## src/rtl/k_and_s_pkg.sv

```systemverilog
// Shared K&S definitions: decoded instruction type, opcode encodings and
// ALU operation codes used by the datapath and control unit.
package k_and_s_pkg;

    typedef enum logic [3:0] {
        I_NOP,
        I_BRANCH,
        I_BZERO,
        I_BNEG,
        I_BNNEG,
        I_BNZERO,
        I_LOAD,
        I_STORE,
        I_MOVE,
        I_ADD,
        I_SUB,
        I_AND,
        I_OR,
        I_HALT
    } decoded_instruction_type;

    localparam logic [7:0] OP_NOP    = 8'h00;
    localparam logic [7:0] OP_BRANCH = 8'h01;
    localparam logic [7:0] OP_BZERO  = 8'h02;
    localparam logic [7:0] OP_BNEG   = 8'h03;
    localparam logic [7:0] OP_BNNEG  = 8'h0A;
    localparam logic [7:0] OP_BNZERO = 8'h0B;
    localparam logic [7:0] OP_LOAD   = 8'h81;
    localparam logic [7:0] OP_STORE  = 8'h82;
    localparam logic [7:0] OP_MOVE   = 8'h91;
    localparam logic [7:0] OP_ADD    = 8'hA1;
    localparam logic [7:0] OP_SUB    = 8'hA2;
    localparam logic [7:0] OP_AND    = 8'hA3;
    localparam logic [7:0] OP_OR     = 8'hA4;
    localparam logic [7:0] OP_HALT   = 8'hFF;

    localparam logic [1:0] ALU_OR  = 2'b00;
    localparam logic [1:0] ALU_ADD = 2'b01;
    localparam logic [1:0] ALU_SUB = 2'b10;
    localparam logic [1:0] ALU_AND = 2'b11;

endpackage

```

## src/rtl/ks_data_path_param_if.sv

```systemverilog
// Control-unit / memory bus of the K&S datapath. master = control unit and
// memory side, slave = datapath.
interface ks_data_path_param_if #(
    parameter int DATA_W = 16,
    parameter int ADDR_W = 5
);
    import k_and_s_pkg::*;

    logic                    branch;
    logic                    pc_enable;
    logic                    ir_enable;
    logic                    addr_sel;
    logic                    c_sel;
    logic [1:0]              operation;
    logic                    write_reg_enable;
    logic                    flags_reg_enable;
    decoded_instruction_type decoded_instruction;
    logic                    zero_op;
    logic                    neg_op;
    logic                    unsigned_overflow;
    logic                    signed_overflow;
    logic [ADDR_W-1:0]       ram_addr;
    logic [DATA_W-1:0]       data_out;
    logic [DATA_W-1:0]       data_in;

    modport master (
        output branch, pc_enable, ir_enable, addr_sel, c_sel, operation,
               write_reg_enable, flags_reg_enable, data_in,
        input  decoded_instruction, zero_op, neg_op, unsigned_overflow,
               signed_overflow, ram_addr, data_out
    );

    modport slave (
        input  branch, pc_enable, ir_enable, addr_sel, c_sel, operation,
               write_reg_enable, flags_reg_enable, data_in,
        output decoded_instruction, zero_op, neg_op, unsigned_overflow,
               signed_overflow, ram_addr, data_out
    );

endinterface

```

## src/rtl/ks_data_path_param_reg_file.sv

```systemverilog
// K&S register file: two asynchronous read ports, one synchronous write port.
// With KS_DP_ZERO_REG_EN defined, register 0 is hardwired to zero.
module ks_reg_file #(
    parameter int  DATA_W = 16,
    parameter int  NREGS  = 4,
    localparam int REG_AW = $clog2(NREGS)
) (
    input  logic              clk,
    input  logic              rst_n,
    input  logic [REG_AW-1:0] a_addr,
    input  logic [REG_AW-1:0] b_addr,
    input  logic [REG_AW-1:0] c_addr,
    input  logic              we,
    input  logic [DATA_W-1:0] c_data,
    output logic [DATA_W-1:0] a_data,
    output logic [DATA_W-1:0] b_data
);

    logic [DATA_W-1:0] regs_q [NREGS];
    logic [DATA_W-1:0] regs_d [NREGS];

    always_comb begin
        regs_d = regs_q;
        if (we) begin
            regs_d[c_addr] = c_data;
        end
`ifdef KS_DP_ZERO_REG_EN
        // Entry 0 never leaves its reset value, so plain reads return 0.
        regs_d[0] = '0;
`endif
    end

    always_ff @(posedge clk or negedge rst_n) begin
        if (!rst_n) begin
            for (int unsigned i = 0; i < NREGS; i++) begin
                regs_q[i] <= '0;
            end
        end else begin
            regs_q <= regs_d;
        end
    end

    assign a_data = regs_q[a_addr];
    assign b_data = regs_q[b_addr];

endmodule

```

## src/rtl/ks_data_path_param.sv

```systemverilog
// Parametrised K&S datapath: IR, decoder, register file, ALU, flags, PC and
// RAM address mux. Optional KS_DP_ZERO_REG_EN hardwires register 0 to zero.
module ks_data_path_param
    import k_and_s_pkg::*;
#(
    parameter int DATA_W = 16,
    parameter int ADDR_W = 5,
    parameter int NREGS  = 4
) (
    input  logic                 clk,
    input  logic                 rst_n,
    ks_data_path_param_if.slave  bus
);

    localparam int REG_AW = $clog2(NREGS);
    localparam logic [ADDR_W-1:0] PC_ONE = ADDR_W'(1);

    logic [DATA_W-1:0]       ir_q, ir_d;
    logic [ADDR_W-1:0]       pc_q, pc_d;
    logic                    zero_q, zero_d;
    logic                    neg_q, neg_d;
    logic                    uovf_q, uovf_d;
    logic                    sovf_q, sovf_d;

    logic [7:0]              opcode;
    logic [ADDR_W-1:0]       addr_field;
    logic [REG_AW-1:0]       a_addr, b_addr, c_addr;
    decoded_instruction_type dec;

    logic [DATA_W-1:0]       a_data, b_data, c_data;
    logic [DATA_W-1:0]       alu_res;
    logic [DATA_W:0]         alu_wide;
    logic                    alu_zero, alu_neg, alu_uovf, alu_sovf;
    logic                    unused_ir;

    // Decoder: every register index not used by the opcode stays 0.
    always_comb begin
        opcode     = ir_q[DATA_W-1 -: 8];
        addr_field = ir_q[ADDR_W-1:0];
        dec        = I_NOP;
        a_addr     = '0;
        b_addr     = '0;
        c_addr     = '0;
        case (opcode)
            OP_BRANCH: dec = I_BRANCH;
            OP_BZERO:  dec = I_BZERO;
            OP_BNEG:   dec = I_BNEG;
            OP_BNNEG:  dec = I_BNNEG;
            OP_BNZERO: dec = I_BNZERO;
            OP_HALT:   dec = I_HALT;
            OP_LOAD: begin
                dec    = I_LOAD;
                c_addr = ir_q[ADDR_W+REG_AW-1:ADDR_W];
            end
            OP_STORE: begin
                dec    = I_STORE;
                a_addr = ir_q[ADDR_W+REG_AW-1:ADDR_W];
            end
            OP_MOVE: begin
                dec    = I_MOVE;
                a_addr = ir_q[REG_AW-1:0];
                b_addr = ir_q[REG_AW-1:0];
                c_addr = ir_q[2*REG_AW-1:REG_AW];
            end
            OP_ADD, OP_SUB, OP_AND, OP_OR: begin
                case (opcode)
                    OP_ADD:  dec = I_ADD;
                    OP_SUB:  dec = I_SUB;
                    OP_AND:  dec = I_AND;
                    default: dec = I_OR;
                endcase
                a_addr = ir_q[REG_AW-1:0];
                b_addr = ir_q[2*REG_AW-1:REG_AW];
                c_addr = ir_q[3*REG_AW-1:2*REG_AW];
            end
            default: dec = I_NOP;
        endcase
    end

    ks_reg_file #(
        .DATA_W (DATA_W),
        .NREGS  (NREGS)
    ) u_reg_file (
        .clk    (clk),
        .rst_n  (rst_n),
        .a_addr (a_addr),
        .b_addr (b_addr),
        .c_addr (c_addr),
        .we     (bus.write_reg_enable),
        .c_data (c_data),
        .a_data (a_data),
        .b_data (b_data)
    );

    always_comb begin
        alu_wide = '0;
        alu_res  = '0;
        alu_uovf = 1'b0;
        alu_sovf = 1'b0;
        case (bus.operation)
            ALU_ADD: begin
                alu_wide = {1'b0, a_data} + {1'b0, b_data};
                alu_res  = alu_wide[DATA_W-1:0];
                alu_uovf = alu_wide[DATA_W];
                alu_sovf = (a_data[DATA_W-1] == b_data[DATA_W-1]) &&
                           (alu_res[DATA_W-1] != a_data[DATA_W-1]);
            end
            ALU_SUB: begin
                alu_res  = a_data - b_data;
                alu_uovf = (a_data < b_data);
                alu_sovf = (a_data[DATA_W-1] != b_data[DATA_W-1]) &&
                           (alu_res[DATA_W-1] != a_data[DATA_W-1]);
            end
            ALU_AND: alu_res = a_data & b_data;
            default: alu_res = a_data | b_data;
        endcase
        alu_zero = (alu_res == '0);
        alu_neg  = alu_res[DATA_W-1];
    end

    assign c_data = bus.c_sel ? bus.data_in : alu_res;

    always_comb begin
        ir_d   = bus.ir_enable ? bus.data_in : ir_q;
        pc_d   = pc_q;
        zero_d = zero_q;
        neg_d  = neg_q;
        uovf_d = uovf_q;
        sovf_d = sovf_q;
        if (bus.pc_enable) begin
            pc_d = bus.branch ? addr_field : pc_q + PC_ONE;
        end
        if (bus.flags_reg_enable) begin
            zero_d = alu_zero;
            neg_d  = alu_neg;
            uovf_d = alu_uovf;
            sovf_d = alu_sovf;
        end
    end

    always_ff @(posedge clk or negedge rst_n) begin
        if (!rst_n) begin
            ir_q   <= '0;
            pc_q   <= '0;
            zero_q <= 1'b0;
            neg_q  <= 1'b0;
            uovf_q <= 1'b0;
            sovf_q <= 1'b0;
        end else begin
            ir_q   <= ir_d;
            pc_q   <= pc_d;
            zero_q <= zero_d;
            neg_q  <= neg_d;
            uovf_q <= uovf_d;
            sovf_q <= sovf_d;
        end
    end

    // Not every IR bit is an operand field for every width choice.
    assign unused_ir = ^ir_q;

    assign bus.decoded_instruction = dec;
    assign bus.zero_op             = zero_q;
    assign bus.neg_op              = neg_q;
    assign bus.unsigned_overflow   = uovf_q;
    assign bus.signed_overflow     = sovf_q;
    assign bus.ram_addr            = bus.addr_sel ? pc_q : addr_field;
    assign bus.data_out            = a_data;

endmodule
```

## src/flat_wrapper.sv

```systemverilog
// flat-port wrapper written by rule: the top's interface ports become plain ports
module ks_data_path_param_flat import k_and_s_pkg::*;
#(
    parameter int DATA_W = 16,
    parameter int ADDR_W = 5,
    parameter int NREGS  = 4
)
  (clk, rst_n, bus_branch, bus_pc_enable, bus_ir_enable, bus_addr_sel, bus_c_sel, bus_operation, bus_write_reg_enable, bus_flags_reg_enable, bus_data_in, bus_decoded_instruction, bus_zero_op, bus_neg_op, bus_unsigned_overflow, bus_signed_overflow, bus_ram_addr, bus_data_out);
  ks_data_path_param_if #(.DATA_W(DATA_W), .ADDR_W(ADDR_W)) bus_i ();
  input  logic clk;
  input  logic rst_n;
  input wire logic [$bits(bus_i.branch)-1:0] bus_branch;
  input wire logic [$bits(bus_i.pc_enable)-1:0] bus_pc_enable;
  input wire logic [$bits(bus_i.ir_enable)-1:0] bus_ir_enable;
  input wire logic [$bits(bus_i.addr_sel)-1:0] bus_addr_sel;
  input wire logic [$bits(bus_i.c_sel)-1:0] bus_c_sel;
  input wire logic [$bits(bus_i.operation)-1:0] bus_operation;
  input wire logic [$bits(bus_i.write_reg_enable)-1:0] bus_write_reg_enable;
  input wire logic [$bits(bus_i.flags_reg_enable)-1:0] bus_flags_reg_enable;
  input wire logic [$bits(bus_i.data_in)-1:0] bus_data_in;
  output wire logic [$bits(bus_i.decoded_instruction)-1:0] bus_decoded_instruction;
  output wire logic [$bits(bus_i.zero_op)-1:0] bus_zero_op;
  output wire logic [$bits(bus_i.neg_op)-1:0] bus_neg_op;
  output wire logic [$bits(bus_i.unsigned_overflow)-1:0] bus_unsigned_overflow;
  output wire logic [$bits(bus_i.signed_overflow)-1:0] bus_signed_overflow;
  output wire logic [$bits(bus_i.ram_addr)-1:0] bus_ram_addr;
  output wire logic [$bits(bus_i.data_out)-1:0] bus_data_out;
  assign bus_i.branch = bus_branch;
  assign bus_i.pc_enable = bus_pc_enable;
  assign bus_i.ir_enable = bus_ir_enable;
  assign bus_i.addr_sel = bus_addr_sel;
  assign bus_i.c_sel = bus_c_sel;
  assign bus_i.operation = bus_operation;
  assign bus_i.write_reg_enable = bus_write_reg_enable;
  assign bus_i.flags_reg_enable = bus_flags_reg_enable;
  assign bus_i.data_in = bus_data_in;
  assign bus_decoded_instruction = bus_i.decoded_instruction;
  assign bus_zero_op = bus_i.zero_op;
  assign bus_neg_op = bus_i.neg_op;
  assign bus_unsigned_overflow = bus_i.unsigned_overflow;
  assign bus_signed_overflow = bus_i.signed_overflow;
  assign bus_ram_addr = bus_i.ram_addr;
  assign bus_data_out = bus_i.data_out;
  ks_data_path_param #(.DATA_W(DATA_W), .ADDR_W(ADDR_W), .NREGS(NREGS)) u_core (.clk(clk), .rst_n(rst_n), .bus(bus_i));
endmodule
```

## config.mk

```make
export PLATFORM = sky130hd
export DESIGN_NAME = ks_data_path_param_flat
export DESIGN_NICKNAME = d
export VERILOG_FILES = /design/src/rtl/k_and_s_pkg.sv /design/src/rtl/ks_data_path_param_if.sv /design/src/rtl/ks_data_path_param_reg_file.sv /design/src/rtl/ks_data_path_param.sv /design/src/flat_wrapper.sv
export SDC_FILE = /design/constraint.sdc
export NUM_CORES = 1
export LEC_CHECK = 0
export CAP_MARGIN = 40
export CORE_MARGIN = 2
export CORE_UTILIZATION = 55
export CTS_CLUSTER_DIAMETER = 60
export DETAILED_ROUTE_END_ITERATION = 12
export PLACE_DENSITY = 0.87
export SETUP_SLACK_MARGIN = 0.1
export SLEW_MARGIN = 30
export SYNTH_ARGS = -nofsm -noshare
export SYNTH_HDL_FRONTEND = slang
export SYNTH_SLANG_ARGS = --single-unit
export TNS_END_PERCENT = 5
```

## constraint.sdc

```tcl
create_clock -name clk -period 5 [get_ports clk]
set_clock_uncertainty 0.2 [all_clocks]
set_input_delay 0.5 -clock clk [delete_from_list [all_inputs] [get_ports clk]]
set_output_delay 0.5 -clock clk [all_outputs]
set_load 0.02 [all_outputs]
```

### Floorplan with the power grid, run 1

Pins as bars on the die edge.
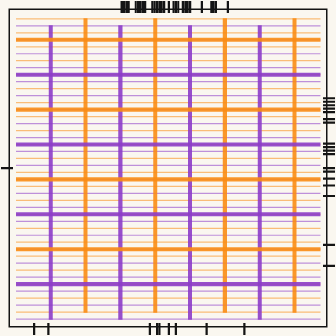
Key: VSS = purple; VDD = orange
56 signal pins sit on the boundary. The core has 43 rows. 8 straps on met5.

### Placed cells, one colour a class, run 1

The bar under the picture is 20 um long.
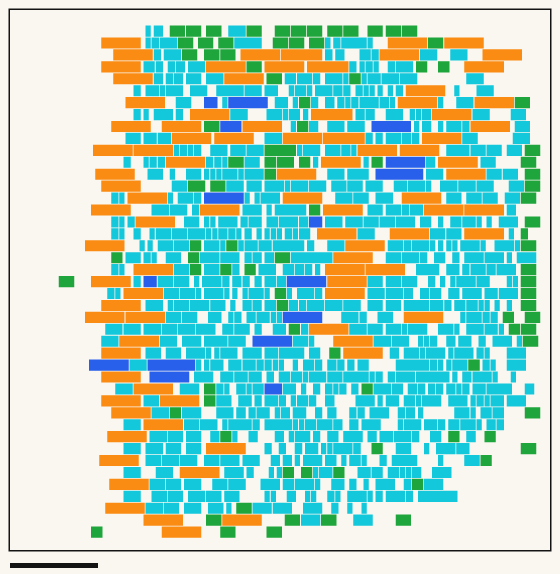
Key: all other logic = cyan [cells 704]; clock drivers and dummy loads = blue [cells 16]; other buffers and delay cells = green [cells 95]; flip-flops = orange [cells 88]

### Clock wires, drivers and flops, run 1

The bar under the picture is 20 um long.
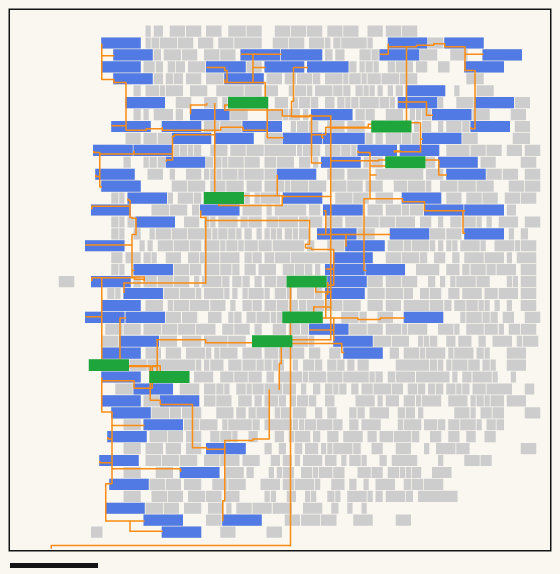
Key: cells driving clock nets = green [count 9]; flip-flops = blue [count 88]; clock wires = orange [length 1250 um]
There are 10 routed clock nets. Position of the flops: all over the die.

==> impl_table.tex, run 1 <==
% Table of physical implementation metrics
\begin{tabular}{lr}
\hline
Metric & Value \\
\hline
\multicolumn{2}{l}{\textbf{Placed design}} \\
\quad Number of input and output port buffers inserted & 55 \\
\quad RePlAce Congestion & 0.9415 \\
\quad Placed wire-length estimate after detailed placement & 15.84 mm \\
\multicolumn{2}{l}{\textbf{CTS}} \\
\quad Worst-skew pair later-pin latency & 0.35 ns \\
\quad CTS Root Buffer Type & sky130\_fd\_sc\_hd\_\_clkbuf\_16 \\
\quad Number of levels in the clock H-tree & 3 \\
\quad Clock Pin Slew Worst Setup and Hold Paths & 0.07 ns \\
\quad Clock tree from TritonCTS & built \\
\multicolumn{2}{l}{\textbf{Routing}} \\
\quad WL/cell & 20.79 um \\
\quad DR pass1 iterations & 5 \\
\multicolumn{2}{l}{\textbf{Synthesis}} \\
\quad Cell with the most instances after synthesis & sky130\_fd\_sc\_hd\_\_mux2i\_1 \\
\quad Number of cell instances after yosys synthesis & 848 \\
\quad Area share, top type & 0.2821 \\
\quad Mean area per synthesized cell & 9.204 um2 \\
\quad Post-synth cell types & 88 \\
\quad Asr flop ratio synth & 1.000 \\
\quad Cell area leaders & sky130\_fd\_sc\_hd\_\_dfrtp\_1, sky130\_fd\_sc\_hd\_\_mux2\_2, sky130\_fd\_sc\_hd\_\_mux2i\_1 \\
\quad Most area-hungry cell type in the Yosys netlist & sky130\_fd\_sc\_hd\_\_dfrtp\_1 \\
\quad Leading cell types by count after synthesis & sky130\_fd\_sc\_hd\_\_mux2i\_1, sky130\_fd\_sc\_hd\_\_dfrtp\_1, sky130\_fd\_sc\_hd\_\_mux2\_2, sky130\_fd\_sc\_hd\_\_nand2\_1, sky130\_fd\_sc\_hd\_\_ha\_1 \\
\multicolumn{2}{l}{\textbf{Setup path}} \\
\quad Worst path required time & 5.04 ns \\
\quad Crit path max-delay cell type & sky130\_fd\_sc\_hd\_\_dfrtp\_2 \\
\quad Delay of the slowest cell on the worst path & 0.45 ns \\
\quad Data arrival time of the critical path & 4.90 ns \\
\quad Buffer-and-inverter tally for the worst setup path & 2 \\
\quad Endpoint class of the critical path & register \\
\quad Worst setup path category & reg2reg \\
\quad Nature of the critical path startpoint & register \\
\quad Cell family contributing the most delay on the critical path & simple AND/OR/NAND/NOR gates \\
\quad Cell-by-cell trace of the critical path & and4bb\_1 > and4b\_2 > or2\_4 > a22o\_4 > buf\_4 > mux2i\_1 > mux2\_2 > inv\_1 > ha\_1 > nor2b\_1 > or4\_4 > o211a\_4 > o311a\_1 > a211oi\_2 > o21ai\_1 > mux2\_2 > mux2\_2 \\
\multicolumn{2}{l}{\textbf{Final timing}} \\
\quad Maximum frequency from static timing analysis & 205.7 MHz \\
\quad Final hold slack & -0.004671 ns \\
\quad Final hold violation count & 6 \\
\multicolumn{2}{l}{\textbf{Flow run}} \\
\quad Max Cap Viol & 0 \\
\multicolumn{2}{l}{\textbf{Floorplan}} \\
\quad Die Area & 15160 um2 \\
\quad Y dimension of the die & 123.1 um \\
\quad Horizontal extent of the die & 123.1 um \\
\quad Count of standard-cell rows & 43 \\
\quad Placeable Area & 13880 um2 \\
\quad Io pins & 56 \\
\multicolumn{2}{l}{\textbf{Worst hold path}} \\
\quad Classification of the worst-slack hold path & in2async \\
\multicolumn{2}{l}{\textbf{Global routing}} \\
\quad Number of global-route vias before repair & 6918 \\
\quad Maximum number of pins on one net before global-route repair & 56 \\
\quad Overflow after GRT & 0 \\
\multicolumn{2}{l}{\textbf{Cells and area}} \\
\quad Final nets & 983 \\
\quad Antenna fix cells & 0 \\
\quad Fraction of final layout cells with drive strength greater than 1 & 0.2270 \\
\multicolumn{2}{l}{\textbf{Outcome}} \\
\quad Run status & finished with violations \\
\quad Violations in the final reports & negative hold slack \\
\multicolumn{2}{l}{\textbf{Pwr}} \\
\quad Post-route total power & 4.538 mW \\
\hline
\end{tabular}
==> run 1: layout make-up <==
cell class / instances / area (um2)
Clock buffer: 10 / 239.0
Clock inverter: 6 / 97.59
Fill cell: 1025 / 4777
Inverter: 56 / 210.2
Multi-Input combinational cell: 648 / 5261
Sequential cell: 88 / 2207
Tap cell: 180 / 225.2
Timing Repair Buffer: 95 / 863.3
==> run 1: sequential cells by signal (all words and copies together) (netlist names) <==
signal and flops:
u_core.u_reg_file.regs_q 64, u_core.ir_q 15, u_core.pc_q 5, u_core.bus.neg_op 1, u_core.bus.signed_overflow 1, u_core.bus.unsigned_overflow 1
u_core.bus.zero_op 1
==> run 1: stage by stage <==
stage,cell area [um2],cells,setup slack (ns),TNS (ns)
floorplan,7805,848,0.3079,0
global placement,8554,1062,0.07994,0
detailed placement,8559,1062,-0.06509,-0.4412
CTS,8959,1081,0.1073,0
global route,9104,1083,0.01541,0
finish,9104,1083,0.1397,0
==> run 1: routing by layer <==
metal / track usage / vias to the layer above / share of wire
li1: - / 3197 / -
met1: 0.3778 / 3539 / 0.40
met2: 0.4818 / 384 / 0.47
met3: 0.05720 / 101 / 0.074
met5: 0 / - / 0
met4: 0.1570 / 0 / 0.051
==> run 1: path summary, 6_finish.rpt <==
| kind | to | slack, ns | from | cells past startpoint |
|---|---|---|---|---|
| setup / recovery | u_core.u_reg_file.regs_q[13] | 0.14 | u_core.ir_q[8] | 17 |
| hold / removal | u_core.u_reg_file.regs_q[7] | -0.005 | rst_n | 1 |
| setup reg to reg | u_core.u_reg_file.regs_q[13] | 0.14 | u_core.ir_q[8] | 17 |
| hold reg to reg | u_core.u_reg_file.regs_q[43] | 0.33 | u_core.u_reg_file.regs_q[43] | 1 |
| max in group asynchronous | u_core.ir_q[9] | 3.66 | rst_n | 2 |
| min in group clk | u_core.u_reg_file.regs_q[43] | 0.33 | u_core.u_reg_file.regs_q[43] | 1 |
==> run 1: logic make-up (layout without fill, tap and decap cells) <==
kind of cell | after synthesis | in the layout | synth area share
AND-OR/OR-AND | 197 | 198 | 0.1792
XOR/XNOR | 5 | 5 | 0.005612
adder cells (fa/ha/maj) | 58 | 58 | 0.09490
buffers and inverters | 113 | 167 | 0.06653
flip-flops | 88 | 88 | 0.2821
multiplexers | 174 | 174 | 0.2373
AND/OR/NAND/NOR | 213 | 213 | 0.1343
==> run 1: power by group <==
part / internal [mW] / switching, mW
sequential: 0.859 / 0.139
combinational: 1.17 / 1.60
clock: 0.460 / 0.316
total: 2.49 / 2.05
==> run 1: timing repair <==
item	in CTS	in global routing
pin swaps	1	10
cloned	1	0
endpoints found under the setup margin	29	36
setup buffers	2	1
resized	9	29
==> inputs of run 2 (changes only) <==
--- a/config.mk
+++ b/config.mk
@@ -5,11 +5,13 @@
 export SDC_FILE = /design/constraint.sdc
 export NUM_CORES = 1
 export LEC_CHECK = 0
-export CAP_MARGIN = 40
+export CAP_MARGIN = 20
 export CORE_MARGIN = 2
 export CORE_UTILIZATION = 55
 export CTS_CLUSTER_DIAMETER = 60
 export DETAILED_ROUTE_END_ITERATION = 12
+export HOLD_SLACK_MARGIN = 0.02
+export MAX_ROUTING_LAYER = met4
 export PLACE_DENSITY = 0.87
 export SETUP_SLACK_MARGIN = 0.1
 export SLEW_MARGIN = 30
### Clock wires, drivers and flops, run 2

The bar under the picture is 20 um long.
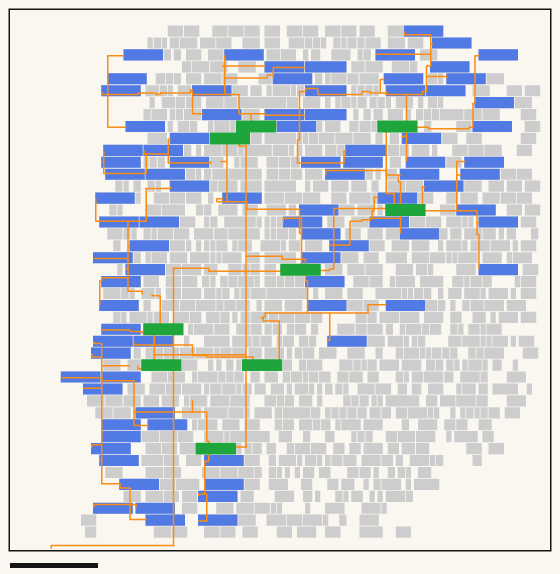
worst-skew pair later-pin latency: 0.35 ns
clock group total power: 0.716 mW
clock share of power: 0.161

### Placed cells, one colour a class, run 2

The bar under the picture is 20 um long.
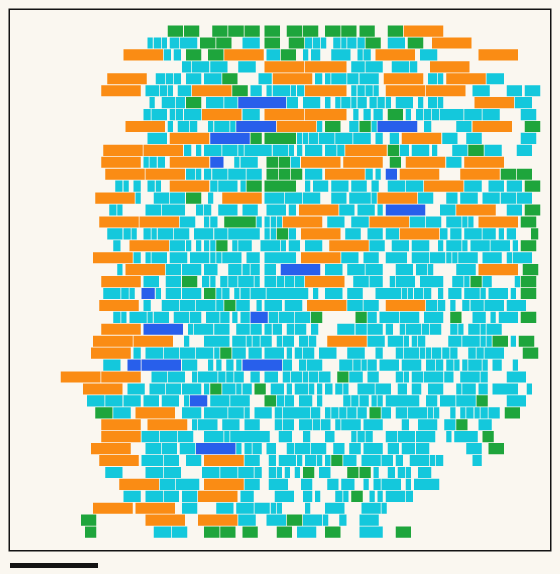
Key: flip-flops = orange [cells 88]; clock drivers and dummy loads = blue [cells 16]; all other logic = cyan [cells 703]; other buffers and delay cells = green [cells 91]

### Floorplan with the power grid, run 2

Pins as bars on the die edge.
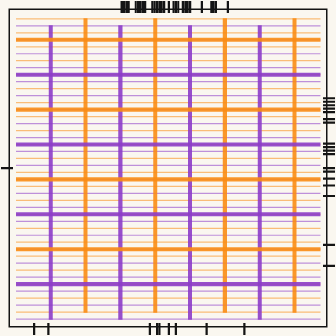
y dimension of the die: 123.1 um
horizontal extent of the die: 123.1 um
Placeable Area: 13880 um2
Worst VDD drop: 0.2093 mV

==> run 2 against run 1 <==
Compared with the run above:
- the run now ends clean
- count of clock-buffer cells in the layout decreased by 1
- non-clock buffer count fell by 4
- cell area down 0.65%
- via count down 2.9%
- routed wire length is 1.8% lower
- largest cell class unchanged
- critical path depth did not move
- hold slack better by 0.31 ns
- area after synthesis is the same
==> impl_table.tex, run 2 <==
% Table of physical implementation metrics
\begin{tabular}{lr}
\hline
Metric & Value \\
\hline
\multicolumn{2}{l}{\textbf{Setup path}} \\
\quad Cell family contributing the most delay on the critical path & simple AND/OR/NAND/NOR gates \\
\quad Endpoint class of the critical path & register \\
\quad Data arrival time of the critical path & 4.92 ns (+0.02 ns) \\
\quad Worst path required time & 5.03 ns (about the same) \\
\quad Delay of the slowest cell on the worst path & 0.46 ns (about the same) \\
\quad Startpoint of the worst register-to-register path & u\_core.ir\_q[9] \\
\quad Total number of cells along the worst setup path & 17 (unchanged) \\
\quad Worst setup path category & reg2reg \\
\quad Number of cells on the worst reg-to-reg path & 17 (unchanged) \\
\quad Nature of the critical path startpoint & register \\
\quad Reg-to-reg endpoint & u\_core.u\_reg\_file.regs\_q[14] \\
\quad Crit path max-delay cell type & sky130\_fd\_sc\_hd\_\_dfrtp\_2 \\
\quad Buffer-and-inverter tally for the worst setup path & 2 (unchanged) \\
\multicolumn{2}{l}{\textbf{Final timing}} \\
\quad Final hold violation count & 0 (-6) \\
\quad Maximum frequency from static timing analysis & 204.5 MHz (-0.58\%) \\
\quad Setup slack of the critical path after layout & 0.1111 ns (-0.02853 ns) \\
\multicolumn{2}{l}{\textbf{Synthesis}} \\
\quad Cell Area, Synth & 7805 um2 \\
\quad Cell with the most instances after synthesis & sky130\_fd\_sc\_hd\_\_mux2i\_1 \\
\quad Most area-hungry cell type in the Yosys netlist & sky130\_fd\_sc\_hd\_\_dfrtp\_1 \\
\quad Cell area leaders & sky130\_fd\_sc\_hd\_\_dfrtp\_1, sky130\_fd\_sc\_hd\_\_mux2\_2, sky130\_fd\_sc\_hd\_\_mux2i\_1 \\
\quad Asr flop ratio synth & 1.000 (unchanged) \\
\quad Area share, top type & 0.2821 (unchanged) \\
\quad Mean area per synthesized cell & 9.204 um2 (unchanged) \\
\quad Leading cell types by count after synthesis & sky130\_fd\_sc\_hd\_\_mux2i\_1, sky130\_fd\_sc\_hd\_\_dfrtp\_1, sky130\_fd\_sc\_hd\_\_mux2\_2, sky130\_fd\_sc\_hd\_\_nand2\_1, sky130\_fd\_sc\_hd\_\_ha\_1 \\
\quad Post-synth cell types & 88 (unchanged) \\
\quad Number of cell instances after yosys synthesis & 848 (unchanged) \\
\multicolumn{2}{l}{\textbf{Cells and area}} \\
\quad Antenna fix cells & 0 (unchanged) \\
\quad Fraction of final layout cells with drive strength greater than 1 & 0.2205 (-0.006531) \\
\quad Register bank with the most flops & u\_core.u\_reg\_file.regs\_q \\
\quad Area overhead of the layout relative to synthesis & 15.89\% \\
\quad Dominant logic cell type in the layout & sky130\_fd\_sc\_hd\_\_mux2i\_1 \\
\quad Final nets & 978 (-0.51\%) \\
\quad Largest register FFs & 64 (unchanged) \\
\quad Layout Cells excl Fill & 1078 (-0.46\%) \\
\quad Fin area & 9045 um2 (-0.65\%) \\
\quad Top Registers & u\_core.u\_reg\_file.regs\_q x64, u\_core.ir\_q x15, u\_core.pc\_q x5 \\
\multicolumn{2}{l}{\textbf{Routing}} \\
\quad Highest metal layer with signal wires & met4 \\
\quad Met2 layer wire length in the routed design & 10.44 mm (-1.9\%) \\
\quad Met1 Wirelength & 8.839 mm (-2.5\%) \\
\quad Amount of wire on met3 after detailed routing & 1.653 mm (-0.60\%) \\
\quad DR pass1 iterations & 5 (unchanged) \\
\quad WL/cell & 20.51 um (-1.4\%) \\
\multicolumn{2}{l}{\textbf{Placed design}} \\
\quad Area after detailed placement & 8537 um2 (-0.26\%) \\
\quad RePlAce Congestion & 0.9793 (+4.0\%) \\
\quad Number of input and output port buffers inserted & 55 (unchanged) \\
\quad Pre-CTS setup slack & 0.02458 ns (+0.08968 ns) \\
\quad Placed wire-length estimate after detailed placement & 15.98 mm (+0.93\%) \\
\quad Placed cells & 1057 (-0.47\%) \\
\multicolumn{2}{l}{\textbf{CTS}} \\
\quad Clock Pin Slew Worst Setup and Hold Paths & 0.07 ns (about the same) \\
\quad Number of levels in the clock H-tree & 3 (unchanged) \\
\quad Number of clock sinks seen by CTS & 88 \\
\quad Clock tree from TritonCTS & built \\
\quad CTS Root Buffer Type & sky130\_fd\_sc\_hd\_\_clkbuf\_16 \\
\multicolumn{2}{l}{\textbf{Floorplan}} \\
\quad Io pins & 56 (unchanged) \\
\quad Die Area & 15160 um2 (unchanged) \\
\quad Count of standard-cell rows & 43 (unchanged) \\
\multicolumn{2}{l}{\textbf{Global routing}} \\
\quad Number of global-route vias before repair & 6796 (-1.8\%) \\
\quad Maximum number of pins on one net before global-route repair & 79 (+41\%) \\
\quad Overflow after GRT & 0 (unchanged) \\
\multicolumn{2}{l}{\textbf{Worst hold path}} \\
\quad Endpoint of the worst hold-timing path & u\_core.u\_reg\_file.regs\_q[34] \\
\quad Worst Hold Launch & u\_core.u\_reg\_file.regs\_q[34] \\
\quad Classification of the worst-slack hold path & reg2reg \\
\quad Number of stages on the worst hold path & 2 \\
\multicolumn{2}{l}{\textbf{Outcome}} \\
\quad Run status & finished, final reports clean \\
\multicolumn{2}{l}{\textbf{Flow run}} \\
\quad Max Cap Viol & 0 (unchanged) \\
\multicolumn{2}{l}{\textbf{Pwr}} \\
\quad Post-route total power & 4.451 mW (-1.9\%) \\
\hline
\end{tabular}
## run 2: cell types whose count changed in the layout (fill, tap and decap cells not counted), sizes merged
cell	previous run	this run
buf	42	37
dlygate4sd3	0	1
bufinv	2	1
a22o	8	7
clkinvlp	0	1
clkbuf	10	9
inv	59	60
## run 2: through the flow
stage	hold slack (ns)	TNS, ns
2_1_floorplan	0.004409	0
3_3_place_gp	0.1396	0
3_5_place_dp	0.1410	0
4_1_cts	0.3114	0
5_1_grt	0.3272	-0.08228
6_report	0.3100	0
## run 2: power by group
| group | leakage [nW] | internal [mW] | switching (mW) |
|---|---|---|---|
| combinational | 2.56 | 1.16 | 1.58 |
| clock | 0.150 | 0.399 | 0.317 |
| sequential | 1.12 | 0.859 | 0.137 |
## run 2: how the worst max path moves through the flow
stage,start,endpoint,slack (ns)
floorplan,u_core.ir_q[9],u_core.u_reg_file.regs_q[28],0.31
global placement,u_core.ir_q[13],u_core.u_reg_file.regs_q[60],0.16
detailed placement,u_core.ir_q[9],u_core.u_reg_file.regs_q[14],0.02
CTS,u_core.ir_q[9],u_core.u_reg_file.regs_q[63],0.07
global route,u_core.ir_q[13],u_core.u_reg_file.regs_q[29],-0.02
finish,u_core.ir_q[9],u_core.u_reg_file.regs_q[14],0.11
## run 2: tightest hold or removal path, delay by kind of cell (launching register included)
family,cells,cell delay (ns)
DFF,1,0.36
AOI/OAI and AO/OA,1,0.06
and+or+nand+nor,1,0.05
## run 2: kinds of logic (layout without fill, tap and decap cells)
group           count (synthesis)  in the layout  synth area share
compound gates                197            197            0.1792
xor+xnor                        5              5          0.005612
simple gates                  213            213            0.1343
mux                           174            174            0.2373
flops                          88             88            0.2821
buf+inv                       113            163           0.06653
fa+ha+maj                      58             58           0.09490
## run 2: cell type report
cell class / count / area, um2
Clock inverter: 7 / 86.33
Clock buffer: 9 / 225.2
Multi-Input combinational cell: 647 / 5234
Inverter: 56 / 210.2
Sequential cell: 88 / 2207
Tap cell: 180 / 225.2
Timing Repair Buffer: 91 / 857.1
Fill cell: 1036 / 4836
## run 2: repair_timing
| action | 4_1_cts | 5_1_grt |
|---|---|---|
| resized | 12 | 22 |
| hold buffers | 1 | 0 |
| setup endpoints to repair | 25 | 37 |
| pin swaps | 2 | 1 |
| buffers inserted | 2 | 2 |
| hold endpoints to repair | 10 | 0 |
## run 2: per-layer routing
layer  track usage  up-vias
li1              -     3197
met1        0.3636     3356
met2        0.4736      377
met3       0.05028       80
met4        0.1747        0
met5             -        -
No activity file was given, so power comes from the tool's default toggle rates.
